==> src/rtl/alt_compr_pkg.sv <==
// Shared definitions for the alternating compressor controller:
// controller states, timer width and the compressor rotate-mask builder.
package alt_compr_pkg;

    typedef enum logic [1:0] {
        IDLE    = 2'd0,
        RUN     = 2'd1,
        LOCKOUT = 2'd2
    } state_e;

    // Width of every internal timer.
    localparam int CNT_W    = 8;
    // Largest supported number of compressors.
    localparam int MAX_COMP = 8;

    // Sets k consecutive bits starting at bit 'lead', wrapping modulo n.
    function automatic logic [MAX_COMP-1:0] rot_mask(input int lead, input int k, input int n);
        logic [MAX_COMP-1:0] mask;
        logic [2:0]          idx;
        mask = '0;
        for (int i = 0; i < MAX_COMP; i++) begin
            if (i < k) begin
                idx       = 3'((lead + i) % n);
                mask[idx] = 1'b1;
            end
        end
        return mask;
    endfunction

endpackage

==> src/rtl/alt_compr_timer.sv <==
// Clear/enable counter that saturates at LIMIT. tc_o is high while the
// count is LIMIT-1 or more, i.e. the cycle being counted is the LIMIT-th.
module alt_compr_timer
    import alt_compr_pkg::*;
#(
    parameter int LIMIT = 1
) (
    input  logic Clk,
    input  logic Reset,
    input  logic clr_i,
    input  logic en_i,
    output logic tc_o
);

    logic [CNT_W-1:0] cnt_q, cnt_d;

    // Next count: clear wins over enable; hold once LIMIT is reached.
    always_comb begin
        // NOTE: default first so every path assigns cnt_d and no latch is inferred.
        cnt_d = cnt_q;
        if (clr_i) begin
            cnt_d = '0;
        end else if (en_i && (cnt_q < CNT_W'(LIMIT))) begin
            cnt_d = cnt_q + 1'b1;
        end
    end

    // Count register.
    always_ff @(posedge Clk or negedge Reset) begin
        // NOTE: non-blocking assignments so every register samples pre-edge values.
        if (!Reset) begin
            cnt_q <= '0;
        end else begin
            cnt_q <= cnt_d;
        end
    end

    assign tc_o = (cnt_q >= CNT_W'(LIMIT - 1));

endmodule

==> src/rtl/alt_compr_n.sv <==
// Alternating lead/lag compressor controller for N_COMP compressors.
// PB stages compressors on one at a time from the lead, PA stops them and
// rotates the lead, PMB forces a lockout that only PA can clear.
// Optional feature macro ALT_COMPR_MINRUN_EN: PA is ignored until the
// controller has spent MIN_RUN cycles in RUN.
module alt_compr_n
    import alt_compr_pkg::*;
#(
    parameter int N_COMP    = 3,
    parameter int STAGE_DLY = 8,
    parameter int MIN_RUN   = 4
) (
    input  logic                      Clk,
    input  logic                      Reset,
    input  logic                      PA,
    input  logic                      PB,
    input  logic                      PMB,
    output logic [N_COMP-1:0]         C,
    output logic [$clog2(N_COMP)-1:0] Lead,
    output logic                      Fault
);

    localparam int LW = $clog2(N_COMP);
    localparam int KW = $clog2(N_COMP + 1);

    if (N_COMP < 2 || N_COMP > MAX_COMP || STAGE_DLY < 1 || STAGE_DLY > 255 ||
        MIN_RUN < 1 || MIN_RUN > 255) begin : g_param_check
        $error("alt_compr_n: parameter out of legal range");
    end

    state_e            state_q, state_d;
    logic [KW-1:0]     k_q, k_d;
    logic [LW-1:0]     lead_q, lead_d;
    logic [N_COMP-1:0] c_q, c_d;
    logic              fault_q, fault_d;

    logic pa_ok;
    logic stage_en;
    logic stage_tc;
    logic stage_hit;

`ifdef ALT_COMPR_MINRUN_EN
    logic run_tc;

    // Cycles spent in RUN; held at zero outside RUN so it restarts on entry.
    alt_compr_timer #(.LIMIT(MIN_RUN)) u_run_timer (
        .Clk   (Clk),
        .Reset (Reset),
        .clr_i (state_q != RUN),
        .en_i  (state_q == RUN),
        .tc_o  (run_tc)
    );

    assign pa_ok = PA & run_tc;
`else
    assign pa_ok = PA;
`endif

    // Staging advances only on a RUN cycle that stays in RUN with demand and spare compressors.
    assign stage_en  = (state_q == RUN) & ~PMB & ~pa_ok & PB & (k_q < KW'(N_COMP));
    assign stage_hit = stage_en & stage_tc;

    alt_compr_timer #(.LIMIT(STAGE_DLY)) u_stage_timer (
        .Clk   (Clk),
        .Reset (Reset),
        .clr_i (~stage_en | stage_tc),
        .en_i  (stage_en),
        .tc_o  (stage_tc)
    );

    // Next state, active count and lead; outputs are derived from the next state.
    always_comb begin
        state_d = state_q;
        k_d     = k_q;
        lead_d  = lead_q;
        unique case (state_q)
            IDLE: begin
                if (PMB) begin
                    state_d = LOCKOUT;
                end else if (PB) begin
                    state_d = RUN;
                    k_d     = KW'(1);
                end
            end
            RUN: begin
                if (PMB) begin
                    state_d = LOCKOUT;
                    k_d     = '0;
                end else if (pa_ok) begin
                    state_d = IDLE;
                    k_d     = '0;
                    lead_d  = (lead_q == LW'(N_COMP - 1)) ? '0 : lead_q + 1'b1;
                end else if (stage_hit) begin
                    k_d = k_q + 1'b1;
                end
            end
            LOCKOUT: begin
                if (!PMB && PA) begin
                    state_d = IDLE;
                end
            end
            default: begin
                state_d = IDLE;
                k_d     = '0;
            end
        endcase
        fault_d = (state_d == LOCKOUT);
        c_d     = (state_d == RUN) ? N_COMP'(rot_mask(int'(lead_d), int'(k_d), N_COMP)) : '0;
    end

    // State and registered outputs.
    always_ff @(posedge Clk or negedge Reset) begin
        if (!Reset) begin
            state_q <= IDLE;
            k_q     <= '0;
            lead_q  <= '0;
            c_q     <= '0;
            fault_q <= 1'b0;
        end else begin
            state_q <= state_d;
            k_q     <= k_d;
            lead_q  <= lead_d;
            c_q     <= c_d;
            fault_q <= fault_d;
        end
    end

    assign C     = c_q;
    assign Lead  = lead_q;
    assign Fault = fault_q;

endmodule

==> config.mk <==
export PLATFORM = sky130hd
export DESIGN_NAME = alt_compr_n
export DESIGN_NICKNAME = d
export VERILOG_FILES = /design/src/rtl/alt_compr_pkg.sv /design/src/rtl/alt_compr_timer.sv /design/src/rtl/alt_compr_n.sv
export SDC_FILE = /design/constraint.sdc
export NUM_CORES = 1
export LEC_CHECK = 0
export ABC_AREA = 1
export CORE_AREA = 2 2 55 57
export DETAILED_ROUTE_END_ITERATION = 8
export DIE_AREA = 0 0 57 59
export HOLD_SLACK_MARGIN = 0.06
export PLACE_DENSITY = 0.49
export SLEW_MARGIN = 0
export SYNTH_ARGS = -nofsm -noshare
export SYNTH_HDL_FRONTEND = slang
export SYNTH_SLANG_ARGS = --single-unit
==> constraint.sdc <==
create_clock -name Clk -period 2.8 [get_ports Clk]
set_input_delay 0.42 -clock Clk [delete_from_list [all_inputs] [get_ports Clk]]
set_output_delay 0.42 -clock Clk [all_outputs]
set_load 0.02 [all_outputs]
### Routed metal, one color a layer

Only two layers are drawn.
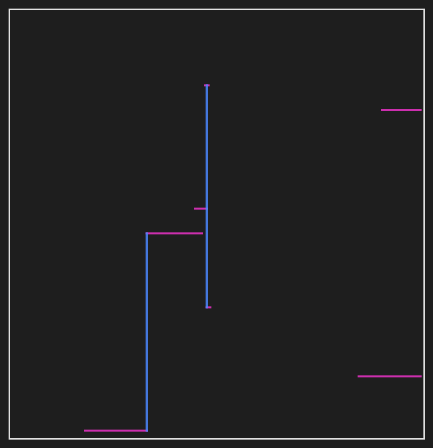
magenta -> M3  # wire length 32.0 microns
blue -> M4  # wire length 57.8 microns

### Cell sizes after repair

The bar under the picture is 20 microns long.
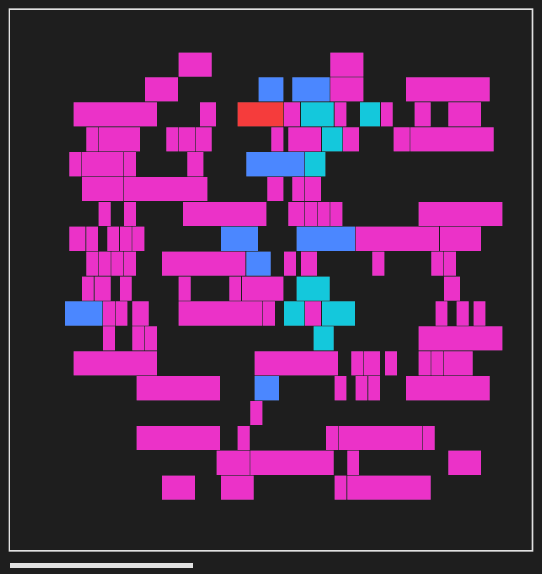
magenta -> x1 and smaller  # cells 103, share 86%
blue -> x3 and x4  # cells 8, share 6.7%
red -> x6 and larger  # cells 1, share 0.83%
cyan -> x2  # cells 8, share 6.7%

### The metal 1 layer

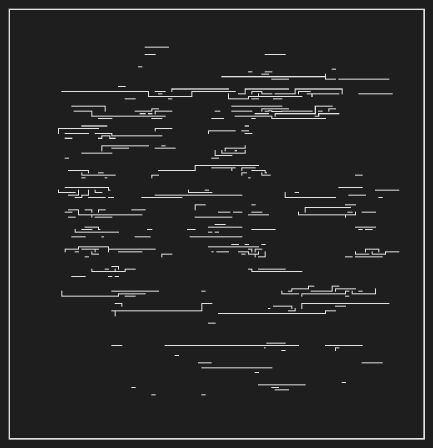
wire length on this layer = 684 microns
nets with wire on the layer = 119

### The clock network

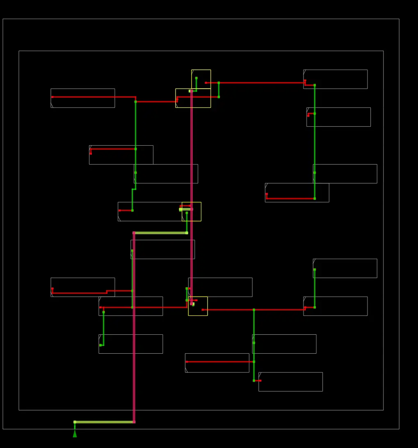
flop count: 18
clock latency on the worst-skew pair: 0.30 ns

### Met2 routing

Cells faint in the background.
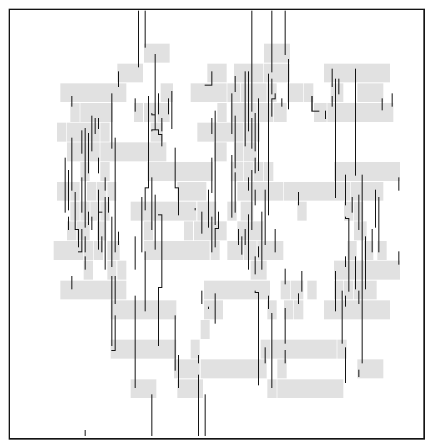
nets with wire on the layer = 103
longest straight run = 25.8 microns
main direction = vertical
share of all routed wire = 49%

==> GITHUB_STEP_SUMMARY <==
### Flow metrics

| Metric | Value |
|---|---|
| Outcome | `finished clean` |
| CP delay by family, top | `buffers and inverters` |
| Critical-path maximum fanout | `4` |
| Reg clk slew, reported paths | `0.11 ns` |
| Final HPWL DP | `between 1 and 1.5 mm` |
| DRT antenna net count | `0` |
| Final setup skew | `between 0.004 and 0.005 ns` |
| Tool Warnings | `28` |
| Hold Startpoint | `u_stage_timer.cnt_q[0]$_DFFE_PN0P_` |
| Crit path to | `C[2]$_DFF_PN0_` |
| Worst reg-to-reg path cell count | `10` |
| # placed instances | `147` |
| DRT Wirelength | `1.51 mm` |
| Max-area cell share | `between 40 and 50%` |
| Fraction of layout cells with a size suffix above 1 | `14.2%` |
| Total power | `roughly 630 uW` |
| Post-Syn Area per Cell | `8.95 sq um` |
| Ys async rst share | `100%` |
| Fin. Hold Viols | `0` |
| Met1 Use GR | `about an eighth` |
| Crit share post-route | `75.9%` |
| Worst EP arrival | `~2.3 ns` |
| Synth Warn # | `0` |
| Num tapcells | `31` |
| Uppermost layer routed | `met4` |
| Adder share | `6.78%` |
| Met3 wire len | `31 microns` |
| Startpoint Class | `input port` |
| Worst-Margin Slew | `0.788 ns` |
| Invs w/o clock | `20` |
| Synth top cells by count | `inv_1 (20), dfrtp_1 (18), nor2_1 (16)` |
| Sink Count | `18` |
| RSZ-0062 raised after global routing | `no` |
| Max reg flops | `8` |
| Met2 routed WL | `734 microns` |
| VDD IR max | `~0.35 mV` |
| Clock Root Buffer | `clkbuf_4` |
| Clock power share | `26.0%` |
| Seq pwr share | `47.7%` |
| 1st-pass router iterations | `2` |
| M1 WL | `683 microns` |
Power is estimated from default activity; no workload was simulated.
